`src/rtl/jedro_1_data_arbiter_pkg.sv`:
```
// Shared definitions for the jedro_1 data-RAM arbiter: lock states,
// master indices and byte-enable width helpers.
package jedro_1_defines;

    typedef enum logic [1:0] {
        UNLOCKED  = 2'd0,
        LOCKED_M0 = 2'd1,
        LOCKED_M1 = 2'd2
    } lock_state_e;

    localparam int DATA_WIDTH_DEF = 32;
    localparam int BE_WIDTH       = DATA_WIDTH_DEF / 8;

    localparam int M0 = 0;
    localparam int M1 = 1;

    function automatic int be_width(input int data_width);
        return data_width / 8;
    endfunction

endpackage

```
`src/rtl/jedro_1_data_arbiter_if.sv`:
```
// One master's request/response bundle towards the data-RAM arbiter.
// The master modport belongs to the requester, slave to the arbiter.
interface jedro_1_data_arbiter_if
    import jedro_1_defines::*;
#(
    parameter int ADDR_WIDTH = 32,
    parameter int DATA_WIDTH = DATA_WIDTH_DEF
);
    localparam int BW = be_width(DATA_WIDTH);

    logic                  req;
    logic [BW-1:0]         we;
    logic [ADDR_WIDTH-1:0] addr;
    logic [DATA_WIDTH-1:0] wdata;
    logic                  lock;
    logic                  gnt;
    logic                  rvalid;
    logic [DATA_WIDTH-1:0] rdata;

    modport master (
        output req, we, addr, wdata, lock,
        input  gnt, rvalid, rdata
    );

    modport slave (
        input  req, we, addr, wdata, lock,
        output gnt, rvalid, rdata
    );

endinterface

```
`src/rtl/jedro_1_data_arbiter_rr_arbiter.sv`:
```
// Two-input round-robin grant generator. On a conflict the input that was
// not granted most recently wins; rr_last resets to 1 so input 0 wins first.
module jedro_1_rr_arbiter
    import jedro_1_defines::*;
(
    input  logic       clk,
    input  logic       rstn,
    input  logic [1:0] req,
    output logic [1:0] gnt
);

    logic rr_last;

    // No grant may be issued while reset is held, even though grants are combinational.
    always_comb begin
        gnt = 2'b00;
        if (rstn) begin
            if (req[M0] && (!req[M1] || rr_last)) begin
                gnt[M0] = 1'b1;
            end else if (req[M1]) begin
                gnt[M1] = 1'b1;
            end
        end
    end

    always_ff @(posedge clk) begin
        if (!rstn) begin
            rr_last <= 1'b1;
        end else if (gnt[M0]) begin
            rr_last <= 1'b0;
        end else if (gnt[M1]) begin
            rr_last <= 1'b1;
        end
    end

endmodule

```
`src/rtl/jedro_1_data_arbiter.sv`:
```
// Shares the jedro_1 data RAM between the core LSU (m0) and a secondary master (m1).
// Define JEDRO_1_ARB_LOCK_EN to enable bus locking for read-modify-write sequences.
module jedro_1_data_arbiter
    import jedro_1_defines::*;
#(
    parameter int ADDR_WIDTH = 32,
    parameter int DATA_WIDTH = DATA_WIDTH_DEF
)(
    input  logic                    clk_i,
    input  logic                    rstn_i,
    jedro_1_data_arbiter_if.slave   m0,
    jedro_1_data_arbiter_if.slave   m1,
    output logic                    ram_en_o,
    output logic [DATA_WIDTH/8-1:0] ram_we_o,
    output logic [ADDR_WIDTH-1:0]   ram_addr_o,
    output logic [DATA_WIDTH-1:0]   ram_wdata_o,
    input  logic [DATA_WIDTH-1:0]   ram_rdata_i
);

    logic [1:0] req_eff;
    logic [1:0] gnt;
    logic       resp_pending;
    logic       resp_owner;

`ifdef JEDRO_1_ARB_LOCK_EN
    lock_state_e lock_state;
    lock_state_e lock_next;

    // While one master holds the lock the other one's request is hidden from arbitration.
    always_comb begin
        req_eff     = 2'b00;
        req_eff[M0] = m0.req && (lock_state != LOCKED_M1);
        req_eff[M1] = m1.req && (lock_state != LOCKED_M0);
    end

    always_ff @(posedge clk_i) begin
        if (!rstn_i) begin
            lock_state <= UNLOCKED;
        end else begin
            lock_state <= lock_next;
        end
    end

    always_comb begin
        lock_next = lock_state;
        case (lock_state)
            UNLOCKED: begin
                if (gnt[M0] && m0.lock) begin
                    lock_next = LOCKED_M0;
                end else if (gnt[M1] && m1.lock) begin
                    lock_next = LOCKED_M1;
                end
            end
            LOCKED_M0: begin
                if (gnt[M0] && !m0.lock) begin
                    lock_next = UNLOCKED;
                end
            end
            LOCKED_M1: begin
                if (gnt[M1] && !m1.lock) begin
                    lock_next = UNLOCKED;
                end
            end
            default: lock_next = UNLOCKED;
        endcase
    end
`else
    logic unused_lock;

    assign unused_lock = m0.lock ^ m1.lock;

    always_comb begin
        req_eff     = 2'b00;
        req_eff[M0] = m0.req;
        req_eff[M1] = m1.req;
    end
`endif

    jedro_1_rr_arbiter u_rr_arbiter (
        .clk  (clk_i),
        .rstn (rstn_i),
        .req  (req_eff),
        .gnt  (gnt)
    );

    assign m0.gnt = gnt[M0];
    assign m1.gnt = gnt[M1];

    // The winner's command goes straight to the RAM; idle cycles drive all zeros.
    always_comb begin
        ram_en_o    = 1'b0;
        ram_we_o    = '0;
        ram_addr_o  = '0;
        ram_wdata_o = '0;
        if (gnt[M0]) begin
            ram_en_o    = 1'b1;
            ram_we_o    = m0.we;
            ram_addr_o  = m0.addr;
            ram_wdata_o = m0.wdata;
        end else if (gnt[M1]) begin
            ram_en_o    = 1'b1;
            ram_we_o    = m1.we;
            ram_addr_o  = m1.addr;
            ram_wdata_o = m1.wdata;
        end
    end

    always_ff @(posedge clk_i) begin
        if (!rstn_i) begin
            resp_pending <= 1'b0;
            resp_owner   <= 1'b0;
        end else begin
            resp_pending <= ram_en_o && (ram_we_o == '0);
            if (ram_en_o) begin
                resp_owner <= gnt[M1];
            end
        end
    end

    // Gating with rstn_i drops a response whose cycle coincides with reset.
    always_comb begin
        m0.rvalid = rstn_i && resp_pending && !resp_owner;
        m1.rvalid = rstn_i && resp_pending &&  resp_owner;
        m0.rdata  = m0.rvalid ? ram_rdata_i : '0;
        m1.rdata  = m1.rvalid ? ram_rdata_i : '0;
    end

endmodule

```
`src/flat_wrapper.sv`:
```
// flat-port wrapper written by rule: the top's interface ports become plain ports
module jedro_1_data_arbiter_flat import jedro_1_defines::*;
#(
    parameter int ADDR_WIDTH = 32,
    parameter int DATA_WIDTH = DATA_WIDTH_DEF
)
  (clk_i, rstn_i, ram_en_o, ram_we_o, ram_addr_o, ram_wdata_o, ram_rdata_i, m0_req, m0_we, m0_addr, m0_wdata, m0_lock, m0_gnt, m0_rvalid, m0_rdata, m1_req, m1_we, m1_addr, m1_wdata, m1_lock, m1_gnt, m1_rvalid, m1_rdata);
  jedro_1_data_arbiter_if #(.ADDR_WIDTH(ADDR_WIDTH), .DATA_WIDTH(DATA_WIDTH)) m0_i ();
  jedro_1_data_arbiter_if #(.ADDR_WIDTH(ADDR_WIDTH), .DATA_WIDTH(DATA_WIDTH)) m1_i ();
  input  logic clk_i;
  input  logic rstn_i;
  output logic ram_en_o;
  output logic [DATA_WIDTH/8-1:0] ram_we_o;
  output logic [ADDR_WIDTH-1:0] ram_addr_o;
  output logic [DATA_WIDTH-1:0] ram_wdata_o;
  input  logic [DATA_WIDTH-1:0] ram_rdata_i;
  input wire logic [$bits(m0_i.req)-1:0] m0_req;
  input wire logic [$bits(m0_i.we)-1:0] m0_we;
  input wire logic [$bits(m0_i.addr)-1:0] m0_addr;
  input wire logic [$bits(m0_i.wdata)-1:0] m0_wdata;
  input wire logic [$bits(m0_i.lock)-1:0] m0_lock;
  output wire logic [$bits(m0_i.gnt)-1:0] m0_gnt;
  output wire logic [$bits(m0_i.rvalid)-1:0] m0_rvalid;
  output wire logic [$bits(m0_i.rdata)-1:0] m0_rdata;
  input wire logic [$bits(m1_i.req)-1:0] m1_req;
  input wire logic [$bits(m1_i.we)-1:0] m1_we;
  input wire logic [$bits(m1_i.addr)-1:0] m1_addr;
  input wire logic [$bits(m1_i.wdata)-1:0] m1_wdata;
  input wire logic [$bits(m1_i.lock)-1:0] m1_lock;
  output wire logic [$bits(m1_i.gnt)-1:0] m1_gnt;
  output wire logic [$bits(m1_i.rvalid)-1:0] m1_rvalid;
  output wire logic [$bits(m1_i.rdata)-1:0] m1_rdata;
  assign m0_i.req = m0_req;
  assign m0_i.we = m0_we;
  assign m0_i.addr = m0_addr;
  assign m0_i.wdata = m0_wdata;
  assign m0_i.lock = m0_lock;
  assign m0_gnt = m0_i.gnt;
  assign m0_rvalid = m0_i.rvalid;
  assign m0_rdata = m0_i.rdata;
  assign m1_i.req = m1_req;
  assign m1_i.we = m1_we;
  assign m1_i.addr = m1_addr;
  assign m1_i.wdata = m1_wdata;
  assign m1_i.lock = m1_lock;
  assign m1_gnt = m1_i.gnt;
  assign m1_rvalid = m1_i.rvalid;
  assign m1_rdata = m1_i.rdata;
  jedro_1_data_arbiter #(.ADDR_WIDTH(ADDR_WIDTH), .DATA_WIDTH(DATA_WIDTH)) u_core (.clk_i(clk_i), .rstn_i(rstn_i), .m0(m0_i), .m1(m1_i), .ram_en_o(ram_en_o), .ram_we_o(ram_we_o), .ram_addr_o(ram_addr_o), .ram_wdata_o(ram_wdata_o), .ram_rdata_i(ram_rdata_i));
endmodule
```
`config.mk`:
```
export PLATFORM = sky130hd
export DESIGN_NAME = jedro_1_data_arbiter_flat
export DESIGN_NICKNAME = d
export VERILOG_FILES = /design/src/rtl/jedro_1_data_arbiter_pkg.sv /design/src/rtl/jedro_1_data_arbiter_if.sv /design/src/rtl/jedro_1_data_arbiter_rr_arbiter.sv /design/src/rtl/jedro_1_data_arbiter.sv /design/src/flat_wrapper.sv
export SDC_FILE = /design/constraint.sdc
export NUM_CORES = 1
export LEC_CHECK = 0
export CAP_MARGIN = 20
export CORE_AREA = 2 2 120 122
export DETAILED_ROUTE_END_ITERATION = 7
export DIE_AREA = 0 0 122 124
export PLACE_DENSITY = 0.54
export SYNTH_ARGS = -nofsm -noshare
export SYNTH_HDL_FRONTEND = slang
export SYNTH_SLANG_ARGS = --single-unit
```
`constraint.sdc`:
```
create_clock -name clk_i -period 1.4 [get_ports clk_i]
set_input_delay 0.28 -clock clk_i [delete_from_list [all_inputs] [get_ports clk_i]]
set_output_delay 0.28 -clock clk_i [all_outputs]
set_load 0.005 [all_outputs]
```
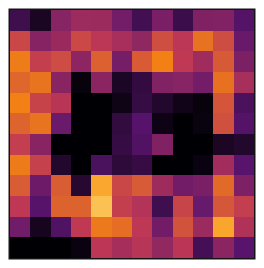
(local utilization)
Drawn at 2 px/µm. 12 x 12 tiles, from black (low) to pale yellow (high), 0 to 100% covered.
The densest ninth of the die: bottom center. The mean over all tiles is 35%. The emptiest ninth of the die: center. The fullest tile reaches 87%. 12% of the tiles are nearly empty. 2.1% of the tiles are over 75% full.
floorplan core density: 9.82%
final core utilization: 40.1%
CORE AREA: 13700 µm²

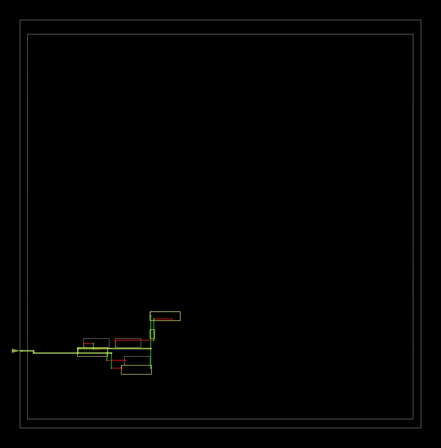
(clock wiring as the flow saved it)
CTS Sinks: 3
flip-flops: 3
Latency at later pin: 230 ps

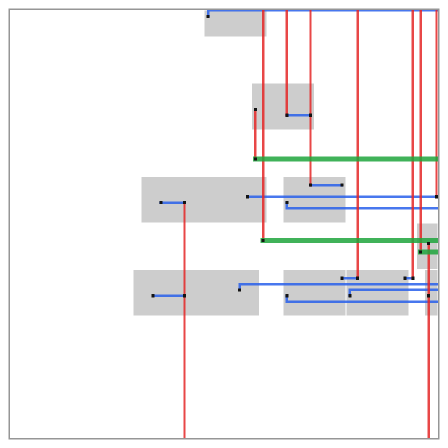
(close-up of the layout)
Region (48, 50) to (73, 75) µm. Cells in gray, sequential cells in the stronger gray; small squares are vias.
Red stands for metal 2. Blue stands for metal 1. Green stands for metal 3.
7 logic cells have their middle in the window. Most frequent: clkdlybuf4s50_1 (5), buf_12 (2). Sequential cells in the window: 0.

-- through the flow --
stage               cells  utilization [%]  instance area [µm²]
floorplan             181                -                 1350
CTS                   724             39.3                 5390
global placement      665             34.3                 4700
detailed placement    665             34.3                 4700
finish                731             40.1                 5500
global route          729             40.1                 5500
-- worst max-delay path, delay by kind of cell, from the launching register on --
| kind | cells | cell delay, ps |
|---|---|---|
| AOI/OAI and AO/OA | 1 | 230 |
| buffers and inverters | 4 | 540 |
| DFF | 1 | 330 |
| and+or+nand+nor | 3 | 220 |
-- flip-flops by register name (all words and copies together), names as in the netlist --
register                     count
u_core.resp_owner                1
u_core.resp_pending              1
u_core.u_rr_arbiter.rr_last      1
-- power breakdown --
part	leakage (nW)	switching [W]	internal, W	total, W
Combinational	2.56	0.000430	0.000907	0.00134
Sequential	0.0253	0.00000421	0.0000930	0.0000972
Clock	0.0382	0.0000812	0.000376	0.000457
-- final timing paths --
check / cells past startpoint / end / startpoint / slack (ps)
setup reg to reg: 8 / u_core.resp_pending$_SDFF_PN0_ / u_core.u_rr_arbiter.rr_last$_SDFFE_PN1P_ / -80
hold reg to reg: 2 / u_core.u_rr_arbiter.rr_last$_SDFFE_PN1P_ / u_core.u_rr_arbiter.rr_last$_SDFFE_PN1P_ / 520
setup / recovery: 8 / ram_addr_o[3] / u_core.u_rr_arbiter.rr_last$_SDFFE_PN1P_ / -420
hold / removal: 3 / u_core.u_rr_arbiter.rr_last$_SDFFE_PN1P_ / m1_req / 400
-- cell families after synthesis --
family	after synthesis
AND-OR/OR-AND	71
buffers and inverters	22
AND/OR/NAND/NOR	85
flip-flops	3
-- area by class of cell --
type,count,area (µm²)
tap,180,225
sequential,3,63.8
timing repair buffer,385,3850
antenna,2,5.00
multi-input combinational,156,1280
clock buffer,4,78.8
fill,1393,8220
inverter,1,3.75
==> results.json <==
{
  "gp_congestion": 0.864,
  "top_area_share_pct": 42.2,
  "finalClockSkew_ps": 3.00,
  "busiest_layer": "met2",
  "powerDensity_nw_per_um2": 344,
  "holdWs_ps": 401,
  "drtIter0Drc": 75,
  "synth.avg_cell_area_um2": 7.44,
  "lay_top_count": "clkdlybuf4s50_1",
  "logic_family": "AND-OR/OR-AND gates",
  "async_flop_share_pct": 0,
  "die_x_um": 122,
  "wl_per_cell_um": 18.9,
  "wl_met3_um": 1340,
  "die-height_um": 124,
  "yosys.area.top_type": "a22o_1",
  "hold_path_class": "in2reg",
  "violations": "negative setup slack",
  "ys_ff": 3,
  "tns_ps": -39490,
  "end_kind": "output pin",
  "holdBufCountCts": 0,
  "grt_max_degree": 15,
  "h-tree-depth": 1,
  "highest_layer": "met5",
  "ys_cells": 181,
  "synthTopCellsByArea": "a22o_1 (42%), and2_1 (30%), buf_6 (8.4%)",
  "yosys.area_share.aoi_pct": 45.1,
  "antenna_found_initial": 3,
  "critical_path_class": "reg2out",
  "top_cells_by_count": "a22o_1 (65), and2_1 (64), buf_6 (10)",
  "cp.arrival_ps": 1540,
  "maxCapViolCount": 0,
  "met3_usage_pct": 4.58,
  "dp_hpwl_um": 9890,
  "synth_warnings": 0,
  "ys.flop_type": "dfxtp_1",
  "worst_slew_pin_slew_ps": 224,
  "clock.fmax_mhz": 549,
  "met1_usage_pct": 19.2,
  "synth_seq_share_pct": 4.46,
  "log.warning_count": 30,
  "ys_chip_area_um2": 1350,
  "num-nets-final": 724,
  "track_usage_pct": 16.6,
  "cts_tree": "built",
  "syn_area_um2": 1350,
  "via_per_inst": 4.08,
  "clk_pin_slew_ps": 30,
  "worst_path_max_delay_cell": "dfxtp_2",
  "xor_share_pct": 0,
  "ant_nets": 0,
  "num_vias": 2979,
  "finalCriticalPeriod_ps": 1820,
  "layout_top_cells": "clkdlybuf4s50_1 (168), buf_2 (95), a22o_1 (65)",
  "path_max_fanout": 5,
  "cts_setup_buffers": 41,
  "wirelength_um": 13800,
  "grt_pass1_vias": 3100,
  "grt_pass1_wl_um": 18900,
  "irDropWorstVdd_mv": 0.373,
  "clockBufferDepth": 2,
  "setup_violations": 136,
  "yosysUniqueCellTypes": 20,
  "ctsResizeCount": 632,
  "first_pass_iters": 4,
  "wl_met2_um": 7230,
  "overflow": 0,
  "port_buffers": 308,
  "edf_count": 0,
  "wirelength_met1_um": 5240,
  "ioPinCount": 311,
  "root_buffer": "clkbuf_16",
  "cpPeakStageDelay_ps": 330,
  "required_ps": 1120,
  "pre_cts_slack_ps": -1050,
  "layout-drive-gt1-share_pct": 49.0,
  "setup_slack_ps": -423,
  "area_delta_synth_final_pct": 308,
  "synth.cellmix.simpleShare_pct": 37.9,
  "remaining_drc_errors": 0,
  "syn_nets": 355,
  "outcome": "finished with violations",
  "die-area_um2": 15100,
  "start_kind": "flip-flop",
  "mux_share_pct": 0,
  "slew_violations": 0,
  "fa_ha_area_share_pct": 0,
  "finalCritPeriodShare_pct": 130,
  "finalHoldViolCount": 0,
  "path_cells": "nand2_2, nand2_2, nor2_4, buf_12, buf_12, buf_6, a22o_1, buf_2",
  "row_count": 43,
  "syn_inst": 181,
  "p_leak_nw": 2.62,
  "top_cell": "a22o_1",
  "cts_buffers": 3,
  "relSlewSlack_pct": 85.0,
  "rsz0062_at_grt": "yes",
  "total_power_w": 0.00189,
  "use_met2_pct": 31.7
}
Power figures rest on the tool's default switching activity, not on a simulated workload.
